## src/rtl/conv2d_stream_engine.sv

```systemverilog
// Multi-filter 2D convolution engine: host-loaded image/filter memories, one MAC per
// cycle, optional ReLU and saturation, results streamed on a valid/ready interface.
module conv2d_stream_engine #(
    parameter int unsigned IMG_SIZE    = 6,
    parameter int unsigned FILT_SIZE   = 3,
    parameter int unsigned NUM_FILTERS = 3,
    parameter int unsigned STRIDE      = 1,
    parameter int unsigned DATA_W      = 8,
    parameter int unsigned ACC_W       = 20,
    parameter int unsigned OUT_W       = 16,
    localparam int unsigned IA         = $clog2(IMG_SIZE * IMG_SIZE),
    localparam int unsigned FA         = $clog2(NUM_FILTERS * FILT_SIZE * FILT_SIZE)
) (
    input  logic                     clk,
    input  logic                     reset_n,
    input  logic                     img_wr_en,
    input  logic [IA-1:0]            img_wr_addr,
    input  logic signed [DATA_W-1:0] img_wr_data,
    input  logic                     flt_wr_en,
    input  logic [FA-1:0]            flt_wr_addr,
    input  logic signed [DATA_W-1:0] flt_wr_data,
    input  logic                     start,
    input  logic                     relu_en,
    input  logic                     sat_en,
    output logic                     busy,
    output logic                     done,
    output logic                     out_valid,
    input  logic                     out_ready,
    output logic signed [OUT_W-1:0]  out_data,
    output logic [15:0]              out_idx
);

    localparam int unsigned R         = (IMG_SIZE - FILT_SIZE) / STRIDE + 1;
    localparam int unsigned IMG_DEPTH = IMG_SIZE * IMG_SIZE;
    localparam int unsigned FLT_DEPTH = NUM_FILTERS * FILT_SIZE * FILT_SIZE;
    localparam int unsigned TOTAL     = NUM_FILTERS * R * R;
    localparam int unsigned CW        = 16;
    localparam int unsigned PW        = 2 * DATA_W;

    localparam logic signed [ACC_W-1:0] SAT_MAX =
        $signed({{(ACC_W - OUT_W + 1){1'b0}}, {(OUT_W - 1){1'b1}}});
    localparam logic signed [ACC_W-1:0] SAT_MIN =
        $signed({{(ACC_W - OUT_W + 1){1'b1}}, {(OUT_W - 1){1'b0}}});

    typedef enum logic [1:0] {S_IDLE, S_COMPUTE, S_OUTPUT, S_DONE} state_t;

    state_t state, state_nxt;

    logic signed [DATA_W-1:0] img_mem [IMG_DEPTH];
    logic signed [DATA_W-1:0] flt_mem [FLT_DEPTH];

    logic signed [ACC_W-1:0] acc;
    logic signed [ACC_W-1:0] mac_sum;
    logic signed [PW-1:0]    prod;
    logic [IA-1:0]           pix_addr;
    logic [FA-1:0]           tap_addr;
    logic [CW-1:0]           tap_r, tap_c, col_cnt, row_cnt, flt_cnt, idx_cnt;
    logic                    relu_q, sat_q;
    logic                    tap_last, hs, idx_last;

    assign tap_last = (tap_r == CW'(FILT_SIZE - 1)) && (tap_c == CW'(FILT_SIZE - 1));
    assign hs       = out_valid && out_ready;
    assign idx_last = (idx_cnt == CW'(TOTAL - 1));

    // ReLU first, then saturate or truncate to the output width
    function automatic logic signed [OUT_W-1:0] post_proc(input logic signed [ACC_W-1:0] a,
                                                          input logic relu,
                                                          input logic sat);
        logic signed [ACC_W-1:0] v;
        v = (relu && a[ACC_W-1]) ? '0 : a;
        if (sat && (v > SAT_MAX)) v = SAT_MAX;
        if (sat && (v < SAT_MIN)) v = SAT_MIN;
        return v[OUT_W-1:0];
    endfunction

    // Host write ports; memories are frozen outside IDLE
    always_ff @(posedge clk) begin
        if (state == S_IDLE && img_wr_en && (32'(img_wr_addr) < IMG_DEPTH))
            img_mem[img_wr_addr] <= img_wr_data;
        if (state == S_IDLE && flt_wr_en && (32'(flt_wr_addr) < FLT_DEPTH))
            flt_mem[flt_wr_addr] <= flt_wr_data;
    end

    // Window/tap address generation and the MAC adder
    always_comb begin
        pix_addr = IA'((32'(row_cnt) * STRIDE + 32'(tap_r)) * IMG_SIZE
                       + 32'(col_cnt) * STRIDE + 32'(tap_c));
        tap_addr = FA'(32'(flt_cnt) * FILT_SIZE * FILT_SIZE
                       + 32'(tap_r) * FILT_SIZE + 32'(tap_c));
        prod     = img_mem[pix_addr] * flt_mem[tap_addr];
        mac_sum  = acc + ACC_W'(prod);
    end

    // State register
    always_ff @(posedge clk or negedge reset_n) begin
        if (!reset_n) state <= S_IDLE;
        else          state <= state_nxt;
    end

    // Next-state logic
    always_comb begin
        state_nxt = state;
        case (state)
            S_IDLE:    if (start)    state_nxt = S_COMPUTE;
            S_COMPUTE: if (tap_last) state_nxt = S_OUTPUT;
            S_OUTPUT:  if (hs)       state_nxt = idx_last ? S_DONE : S_COMPUTE;
            S_DONE:                  state_nxt = S_IDLE;
            default:                 state_nxt = S_IDLE;
        endcase
    end

    // Datapath, counters and registered outputs
    always_ff @(posedge clk or negedge reset_n) begin
        if (!reset_n) begin
            busy      <= 1'b0;
            done      <= 1'b0;
            out_valid <= 1'b0;
            out_data  <= '0;
            out_idx   <= '0;
            acc       <= '0;
            tap_r     <= '0;
            tap_c     <= '0;
            col_cnt   <= '0;
            row_cnt   <= '0;
            flt_cnt   <= '0;
            idx_cnt   <= '0;
            relu_q    <= 1'b0;
            sat_q     <= 1'b0;
        end else begin
            done <= 1'b0;
            case (state)
                S_IDLE: begin
                    if (start) begin
                        relu_q  <= relu_en;
                        sat_q   <= sat_en;
                        busy    <= 1'b1;
                        acc     <= '0;
                        tap_r   <= '0;
                        tap_c   <= '0;
                        col_cnt <= '0;
                        row_cnt <= '0;
                        flt_cnt <= '0;
                        idx_cnt <= '0;
                    end
                end
                S_COMPUTE: begin
                    if (tap_last) begin
                        out_data  <= post_proc(mac_sum, relu_q, sat_q);
                        out_idx   <= idx_cnt;
                        out_valid <= 1'b1;
                    end else begin
                        acc <= mac_sum;
                        if (tap_c == CW'(FILT_SIZE - 1)) begin
                            tap_c <= '0;
                            tap_r <= tap_r + 1'b1;
                        end else begin
                            tap_c <= tap_c + 1'b1;
                        end
                    end
                end
                S_OUTPUT: begin
                    if (hs) begin
                        out_valid <= 1'b0;
                        acc       <= '0;
                        tap_r     <= '0;
                        tap_c     <= '0;
                        idx_cnt   <= idx_cnt + 1'b1;
                        if (col_cnt == CW'(R - 1)) begin
                            col_cnt <= '0;
                            if (row_cnt == CW'(R - 1)) begin
                                row_cnt <= '0;
                                flt_cnt <= flt_cnt + 1'b1;
                            end else begin
                                row_cnt <= row_cnt + 1'b1;
                            end
                        end else begin
                            col_cnt <= col_cnt + 1'b1;
                        end
                    end
                end
                S_DONE: begin
                    done <= 1'b1;
                    busy <= 1'b0;
                end
                default: ;
            endcase
        end
    end

endmodule

```

## config.mk

```make
export PLATFORM = sky130hd
export DESIGN_NAME = conv2d_stream_engine
export DESIGN_NICKNAME = d
export VERILOG_FILES = /design/src/rtl/conv2d_stream_engine.sv
export SDC_FILE = /design/constraint.sdc
export NUM_CORES = 1
export LEC_CHECK = 0
export ABC_CLOCK_PERIOD_IN_PS = 10000
export CAP_MARGIN = 25
export CORE_MARGIN = 3
export CORE_UTILIZATION = 50
export CTS_BUF_LIST = sky130_fd_sc_hd__clkbuf_8
export DETAILED_ROUTE_END_ITERATION = 8
export PLACE_DENSITY = 0.75
export SLEW_MARGIN = 25
export SYNTH_ARGS = -nofsm -noshare
export SYNTH_HDL_FRONTEND = slang
export SYNTH_SLANG_ARGS = --single-unit
```

## constraint.sdc

```tcl
create_clock -name clk -period 10 [get_ports clk]
set_input_delay 1 -clock clk [delete_from_list [all_inputs] [get_ports clk]]
set_output_delay 1 -clock clk [all_outputs]
set_load 0.02 [all_outputs]
```

Fig. 1: local utilization
26 x 26 tiles, from black (low) to pale yellow (high), 0 to 100% covered.
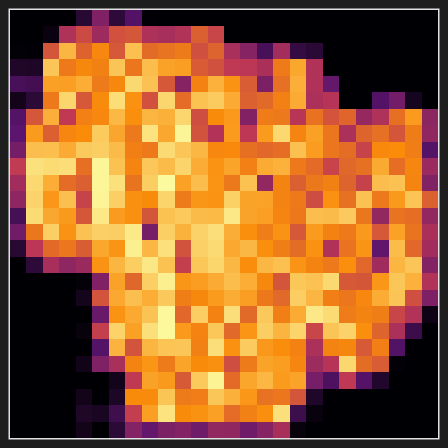
densest ninth of the die = middle
tiles over 75% full = 35%
emptiest ninth of the die = bottom left

Fig. 2: where the registers sit
Other sequential cells in the stronger gray, the rest of the logic in the fainter gray.
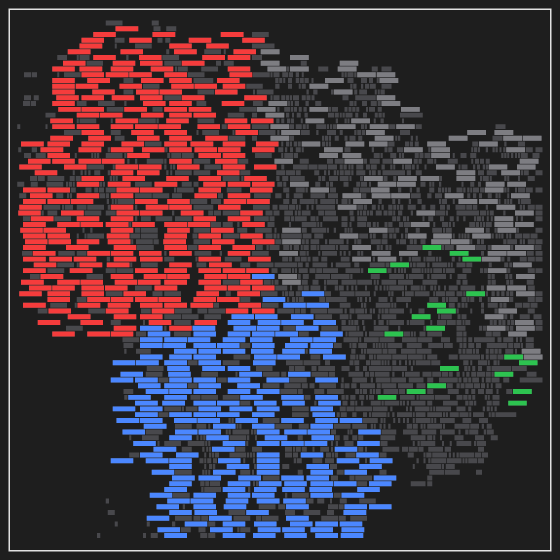
img_mem -> red  # placed flops 288
flt_mem -> blue  # placed flops 216
acc -> green  # placed flops 20, where right middle
not colored = 124

Fig. 3: placed cells, one color a class
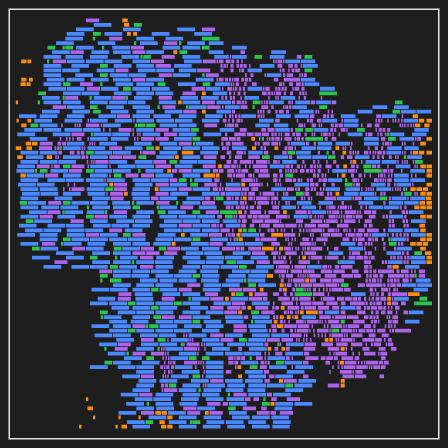
other buffers and delay cells -> orange  # cells 146, share of their area 3.8%
clock drivers and dummy loads -> green  # cells 177, share of their area 5.7%
all other logic -> purple  # cells 1364, share of their area 36%
flip-flops -> blue  # cells 648, share of their area 55%

==> run_results.csv <==
group,metric,value,unit
status,status,"finished, final reports clean",
layout,flops,648,
yosys,ys_types,69,
timing,layout_min_cycle_time,9.71,ns
die,core,60800,µm²
timing,fin_worst_skew,0.0637,ns
timing,layout_setup_ws,0.291,ns
critical_path,rr_worst_depth,38,
yosys,fp_nets,2301,
yosys,mux_area_share,11.5,%
route,wl_met2,32200,µm
global_route,grt_pass1_vias,18600,
clock_tree,clkLatencyLatePin,0.75,ns
critical_path,max_stage_delay,0.54,ns
die,chip_area,65000,µm²
die,tap_cells,782,
yosys,top_cells_by_count,"edfxtp_1, nor2_1, inv_1, nand2_1, dfrtp_1",
placed_design,place_area,32800,µm²
global_route,grt_pass1_wl,106000,µm
yosys,yosys.area_share.xor_xnor,2.65,%
critical_path,cp.buffers_inverters,13,
layout,regMostFlops,"img_mem",
yosys,synth_stat.cells,2083,
placed_design,dp_slack,-0.159,ns
timing,fin_crit_sh,97.1,%
route,drcViolationCount,0,
clock_tree,h-tree-depth,3,
route,routed_wl,66800,µm
critical_path,cp-end-kind,"flop",
clock_tree,cts.root.buffer_cell,"clkbuf_8",
layout,n_all_buffers,146,
layout,finalInstanceArea,35200,µm²
layout,largest_reg_flops,288,
critical_path,crit_slowest_cell,"fa_1",
global_route,track_usage,21.0,%
critical_path,regToRegEndpoint,"out_data[14]$_DFFE_PN0P_",
yosys,logic_family,"multiplexers",
yosys,synthAdderAreaFrac,9.95,%
layout,layout.area.top_class,"sequential cells",
yosys,synth-seq-area-share,60.4,%
critical_path,reg2reg_from,"flt_cnt[0]$_DFFE_PN0P_",
yosys,ys_area,31000,µm²
global_route,grt_overflow_total,0,
global_route,grt_max_degree,80,
critical_path,worstPathRequired,10.61,ns
yosys,ys_ff,648,
timing,fin_setup_tns,0,ns
timing,clock.fmax,103,MHz
layout,regArea,18700,µm²
clock_tree,cts_tree,"yes",
clock_tree,cts-buffers-inserted,102,
layout,antennaDiodeCount,2,
layout,seq_share,53.2,%
layout,final-clk-cell-share,5.58,%
yosys,synth.top_cell.area_share,48.8,%
route,ant_nets,0,
yosys,edf_count,504,
timing,drv_slew,0,
critical_path,cp.depth,38,
critical_path,critPathKind,"flop to flop",
Fig. 4: drive-strength map
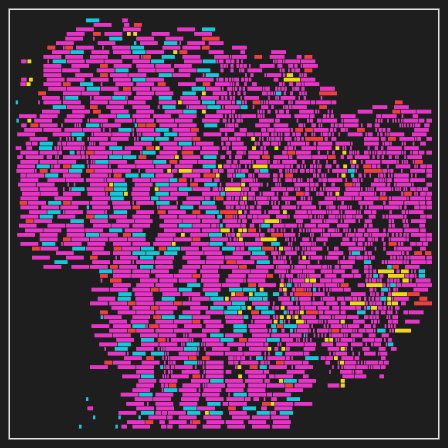
drive 3 to 4 -> yellow  # cells 91, most used buf_4
drive 6 and up -> red  # cells 126, most used clkbuf_8
drive 1 or less -> magenta  # cells 1916, most used edfxtp_1
drive 2 -> cyan  # cells 202, most used mux4_2

Fig. 5: routing congestion
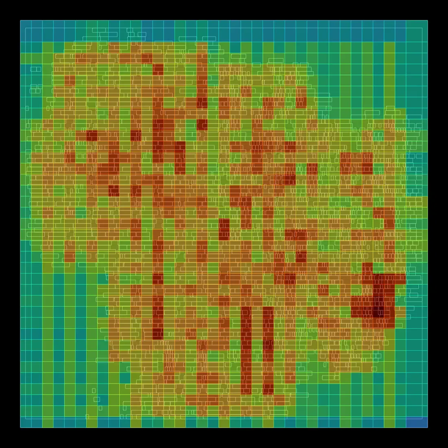
met2 Track Usage GR: 33.9%
met1 GRT Util: 29.6%
final core occ: 57.9%
DR WL/cell: 21.4 µm
M3 GR Usage: 4.19%

==> worst register-to-register path: cells and delay by family (launching register included) <==
| kind | cells | cell delay (ns) |
|---|---|---|
| adder cells (fa/ha/maj) | 12 | 5.28 |
| AND-OR/OR-AND | 8 | 1.74 |
| buffers and inverters | 13 | 1.14 |
| multiplexers | 1 | 0.50 |
| flip-flops | 1 | 0.38 |
| AND/OR/NAND/NOR | 3 | 0.37 |
| XOR/XNOR | 1 | 0.17 |
